$ cat src/rtl/instr_fetch_ctrl.sv
// Instruction fetch sequencer: requests instructions at the current PC, hands them to
// decode over valid/ready, advances or redirects the PC and flags fetch errors.
module instr_fetch_ctrl #(
    parameter int ADDR_W  = 64,
    parameter int INSTR_W = 32,
    parameter int PC_STEP = 4,
    parameter int TIMEOUT = 255
) (
    input  logic               clk,
    input  logic               reset,
    input  logic [ADDR_W-1:0]  pc_in,
    output logic [ADDR_W-1:0]  pc_write,
    output logic               pc_wen,
    output logic               imem_req,
    output logic [ADDR_W-1:0]  imem_addr,
    input  logic               imem_ack,
    input  logic [INSTR_W-1:0] imem_rdata,
    output logic [INSTR_W-1:0] instr,
    output logic [ADDR_W-1:0]  instr_pc,
    output logic               instr_valid,
    input  logic               dec_ready,
    input  logic               branch_taken,
    input  logic [ADDR_W-1:0]  branch_target,
    output logic               fetch_err
);

    localparam int CNT_W = (TIMEOUT > 0) ? $clog2(TIMEOUT + 1) : 1;

    typedef enum logic [2:0] {IDLE, REQ, HOLD, FLUSH, ERR} state_e;

    state_e             state_q, state_d;
    logic [ADDR_W-1:0]  pc_write_q, pc_write_d;
    logic               pc_wen_q, pc_wen_d;
    logic               imem_req_q, imem_req_d;
    logic [ADDR_W-1:0]  imem_addr_q, imem_addr_d;
    logic [INSTR_W-1:0] instr_q, instr_d;
    logic [ADDR_W-1:0]  instr_pc_q, instr_pc_d;
    logic               instr_valid_q, instr_valid_d;
    logic               fetch_err_q, fetch_err_d;
    logic [CNT_W-1:0]   cnt_q, cnt_d;
    logic               go_err;

    always_comb begin
        // NOTE: every signal gets a default first so no path leaves it unassigned (no latches).
        state_d       = state_q;
        pc_write_d    = pc_write_q;
        pc_wen_d      = 1'b0;
        imem_req_d    = imem_req_q;
        imem_addr_d   = imem_addr_q;
        instr_d       = instr_q;
        instr_pc_d    = instr_pc_q;
        instr_valid_d = instr_valid_q;
        fetch_err_d   = fetch_err_q;
        cnt_d         = (imem_req_q && !imem_ack) ? cnt_q + 1'b1 : '0;
        go_err        = 1'b0;

        case (state_q)
            IDLE: state_d = REQ;
            REQ: begin
                if (!imem_req_q) begin
                    // Issue only once pc_in reflects the last pc_wen pulse.
                    if (!pc_wen_q) begin
                        imem_req_d  = 1'b1;
                        imem_addr_d = pc_in;
                    end
                end else if (imem_ack) begin
                    instr_d       = imem_rdata;
                    instr_pc_d    = imem_addr_q;
                    instr_valid_d = 1'b1;
                    pc_write_d    = pc_in + ADDR_W'(PC_STEP);
                    pc_wen_d      = 1'b1;
                    imem_req_d    = 1'b0;
                    state_d       = HOLD;
                end
            end
            HOLD: begin
                if (dec_ready) begin
                    instr_valid_d = 1'b0;
                    state_d       = REQ;
                end
            end
            FLUSH: begin
                if (imem_ack) begin
                    imem_req_d = 1'b0;
                    state_d    = REQ;
                end
            end
            default: ;
        endcase

        if (branch_taken && state_q != ERR) begin
            pc_write_d    = branch_target;
            pc_wen_d      = 1'b1;
            instr_d       = instr_q;
            instr_pc_d    = instr_pc_q;
            instr_valid_d = 1'b0;
            if (imem_req_q && !imem_ack) begin
                // Outstanding request must complete before refetching; keep it on the bus.
                state_d = FLUSH;
            end else begin
                imem_req_d  = 1'b0;
                imem_addr_d = imem_addr_q;
                state_d     = REQ;
            end
            if (branch_target[1:0] != 2'b00) go_err = 1'b1;
        end

        if (TIMEOUT != 0 && imem_req_q && !imem_ack && cnt_d == CNT_W'(TIMEOUT)) go_err = 1'b1;

        if (go_err) begin
            state_d       = ERR;
            pc_write_d    = '0;
            pc_wen_d      = 1'b0;
            imem_req_d    = 1'b0;
            imem_addr_d   = '0;
            instr_d       = '0;
            instr_pc_d    = '0;
            instr_valid_d = 1'b0;
            fetch_err_d   = 1'b1;
            cnt_d         = '0;
        end
    end

    // NOTE: sequential state uses non-blocking assignments only.
    always_ff @(posedge clk or negedge reset) begin
        if (!reset) begin
            state_q       <= IDLE;
            pc_write_q    <= '0;
            pc_wen_q      <= 1'b0;
            imem_req_q    <= 1'b0;
            imem_addr_q   <= '0;
            instr_q       <= '0;
            instr_pc_q    <= '0;
            instr_valid_q <= 1'b0;
            fetch_err_q   <= 1'b0;
            cnt_q         <= '0;
        end else begin
            state_q       <= state_d;
            pc_write_q    <= pc_write_d;
            pc_wen_q      <= pc_wen_d;
            imem_req_q    <= imem_req_d;
            imem_addr_q   <= imem_addr_d;
            instr_q       <= instr_d;
            instr_pc_q    <= instr_pc_d;
            instr_valid_q <= instr_valid_d;
            fetch_err_q   <= fetch_err_d;
            cnt_q         <= cnt_d;
        end
    end

    assign pc_write    = pc_write_q;
    assign pc_wen      = pc_wen_q;
    assign imem_req    = imem_req_q;
    assign imem_addr   = imem_addr_q;
    assign instr       = instr_q;
    assign instr_pc    = instr_pc_q;
    assign instr_valid = instr_valid_q;
    assign fetch_err   = fetch_err_q;

endmodule

$ cat config.mk
export PLATFORM = sky130hd
export DESIGN_NAME = instr_fetch_ctrl
export DESIGN_NICKNAME = d
export VERILOG_FILES = /design/src/rtl/instr_fetch_ctrl.sv
export SDC_FILE = /design/constraint.sdc
export NUM_CORES = 1
export LEC_CHECK = 0
export ABC_AREA = 1
export ABC_CLOCK_PERIOD_IN_PS = 6200
export CAP_MARGIN = 10
export CELL_PAD_IN_SITES_DETAIL_PLACEMENT = 0
export CELL_PAD_IN_SITES_GLOBAL_PLACEMENT = 1
export CORE_MARGIN = 3
export CORE_UTILIZATION = 49
export DETAILED_ROUTE_END_ITERATION = 8
export DONT_BUFFER_PORTS = 1
export GPL_ROUTABILITY_DRIVEN = 0
export PLACE_DENSITY_LB_ADDON = 0.12
export SETUP_SLACK_MARGIN = 0.05
export SLEW_MARGIN = 5
export SYNTH_ARGS = -nofsm -noshare
export SYNTH_HDL_FRONTEND = slang
export SYNTH_SLANG_ARGS = --single-unit
$ cat constraint.sdc
create_clock -name clk -period 6.2 [get_ports clk]
set_input_delay 1.86 -clock clk [delete_from_list [all_inputs] [get_ports clk]]
set_output_delay 1.86 -clock clk [all_outputs]
set_load 0.01 [all_outputs]
### Clock nets

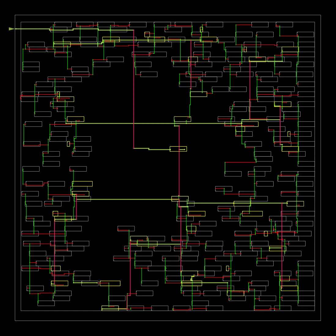
Worst Skew: 0.0177 ns
Flop Count: 239
Clk. pwr: 1.69 mW
CTS sink count: 239

==> notes.md <==
flow finished, numbers: outcome complete, no violations, fill count 2489, Die ar. roughly 28000 µm², Hold Slack 0.524 ns, Max Cap Viol 0, switching part of the total power 0.213, Die Y 167 µm, Top-area cell share 0.471, most frequent cells in the layout 573 x nand2_1, 239 x dfrtp_1, 224 x nand3_1, 185 x nand4_1, 141 x nor2_1, fp util 0.502, Min-Delay Path Depth 1, Top delay family on crit path simple AND/OR/NAND/NOR gates, FMAX 268 MHz, IO buf count 0, met3 GRT Util 0.0821, fin nets 1797, final worst slack 2.46 ns, yosys warning tally 0, CP Depth 10, xor/xnor share 0.0165, met2 usage 0.480, GRT Overall Usage 0.311, Non-clock buffering overhead 0.0117, Final Instance Area 13700 µm², TritonCTS buffer count 27, clock tree from TritonCTS done, Reg clk slew, reported paths 0.06 ns, vias ~12k, post-placement cell count just under 2k, H-tree levels 1, global-route track usage on met1 0.446, CP arrival 4.14 ns, biggest area cells dfrtp_1 47%, nand2_1 17%, nand4_1 9.1%, nand3_1 8.8%, nor2_1 4.2%, Routed Antenna Nets 0, clk ins delay skew pair 0.53 ns, comb. cell area 6000 µm², Register Area 5980 µm², Horiz. Die Dim ~170 µm, clock buffers 38, highest routed metal layer met5, HP Class reg -> reg, Fin Setup TNS 0 ns, WP data required 6.61 ns, critical setup path kind in -> reg, Log Warnings 28, grt peak-use layer met2, tap cells 330, PD cells 247 nW/µm², layout cells sized above 1 0.0753, #FFs+latches synth 239, Leading cell kind multi-input combinational cells, FF-to-FF path depth 15, Mux area share 0, crit path max-delay cell type nand2_2, Psw 0.723 mW, Clock Tree Root clkbuf_16, Multi-In Gates roughly 1.3k, first-pass GRT wire length roughly 69 mm, via count of the first global-routing pass about 11k, met3 wire length around 4.8 mm, Slew Limit Fails 0, VDD IR-drop max a little under 0.0002 V, largest stage delay on the critical path 0.46 ns, core area 25300 µm², flop share of the area 0.435, wire length after detailed routing roughly 45 mm, pre-CTS WS roughly 2.0 ns, Async S/R FF share, synth 1.00, initial antenna violation count 3, WL/cell 22.7 µm, Rel. slew slack 0.304, Cells after Synth ~1.7k, Worst setup SP type input pin, AND/OR/NAND/NOR Cells, Area Fraction 0.431, Worst Tran Pin Value 1.04 ns, critical path buffer and inverter count 3, crit-path max FO 65, EDFF count, synth 0, # IOs slightly below 400, Final Hold Vio Count 0, syn avg cell area 7.50 µm², drt via density approximately 6.0, Final setup viols 0, Complex Gates by Area 0.0207, yosys stat chip area ~13000 µm², initial DRC count 1175, Synth Cell Area 12700 µm², post-layout min period 3.74 ns, Sequential Power Share 0.477, Clk pwr share 0.497, Post-route DRC 0, Metal-1 WL 19.0 mm, combinational group share of total power 0.026, Cell variety after synth 32, Non-clock inverters between 60 and 70, post-CTS sizing 0, top-count cell post-synth nand2_1, overall power 3.40 mW, post-synthesis cell count from yosys 1695, worst-path cell chain nor2_8 > nand3_1 > nor3_1 > nand3_2 > nand2_2 > inv_4 > buf_12 > buf_4 > nand4_1 > nand2_1, unrepaired setup endpoints after global routing false, ys flop type dfrtp_1, Synth logic family simple AND/OR/NAND/NOR gates, Hold-fix buffers, CTS 0, Power Internal about 2.7 mW, Clock Path Buffers 3, Pre-antenna DRT Iters 6, Clock buf/inv share 0.0682, grt ovf 0, Ant. Diodes 2, Commonest cells post-synth 575 x nand2_1, 239 x dfrtp_1, 224 x nand3_1, 185 x nand4_1, 142 x nor2_1, syn nets 1862, Core Rows 58, Buffers, non-clock 18, Area after DPL ~13000 µm², Yosys top cell by area dfrtp_1, P&R area growth vs syn 8.17%, Leak 6.85 nW, met2 WL 20.1 mm, largest net degree at the start of global routing around 240, CP endpoint kind flop, total setup buffers inserted after CTS 0, adder share 0.00197, detailed placer's ending HPWL 32.4 mm, Layout Utilization 0.543, cycle use final 0.603, Seq share, synth 0.471
### Logic cells by family

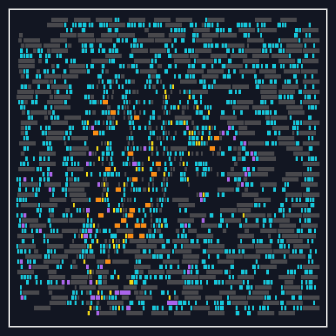
[inverting AOI/OAI gates] purple | cells: 48
[XOR/XNOR gates] orange | cells: 24
[NAND gates] cyan | cells: 994 | where: spread over the die
[inverters] yellow | cells: 65
Comb area share: 0.437
Finished Layout Cells: 1979
Top cell excl fill/tap: nand2_1

-- worst paths after layout --
path / from / endpoint / slack, ns
max reg2reg: cnt_q[0] / imem_addr[44] / 3.11
min in group asynchronous: reset / instr_pc[50] / 1.04
max: imem_ack / imem_addr[44] / 2.46
min reg2reg: cnt_q[0] / cnt_q[0] / 0.52
min: cnt_q[0] / cnt_q[0] / 0.52
max in group asynchronous: reset / instr_pc[17] / 4.90
-- power groups by stage --
| stage | Combinational [mW] | Clock, mW | Sequential, mW |
|---|---|---|---|
| global placement | 0.0864 | 0 | 1.65 |
| global route | 0.101 | 1.79 | 1.62 |
| CTS | 0.0882 | 1.72 | 1.62 |
| finish | 0.0893 | 1.69 | 1.62 |
| detailed placement | 0.0871 | 0 | 1.65 |
| floorplan | 0.0655 | 0 | 1.64 |
Power is estimated from default activity; no workload was simulated.
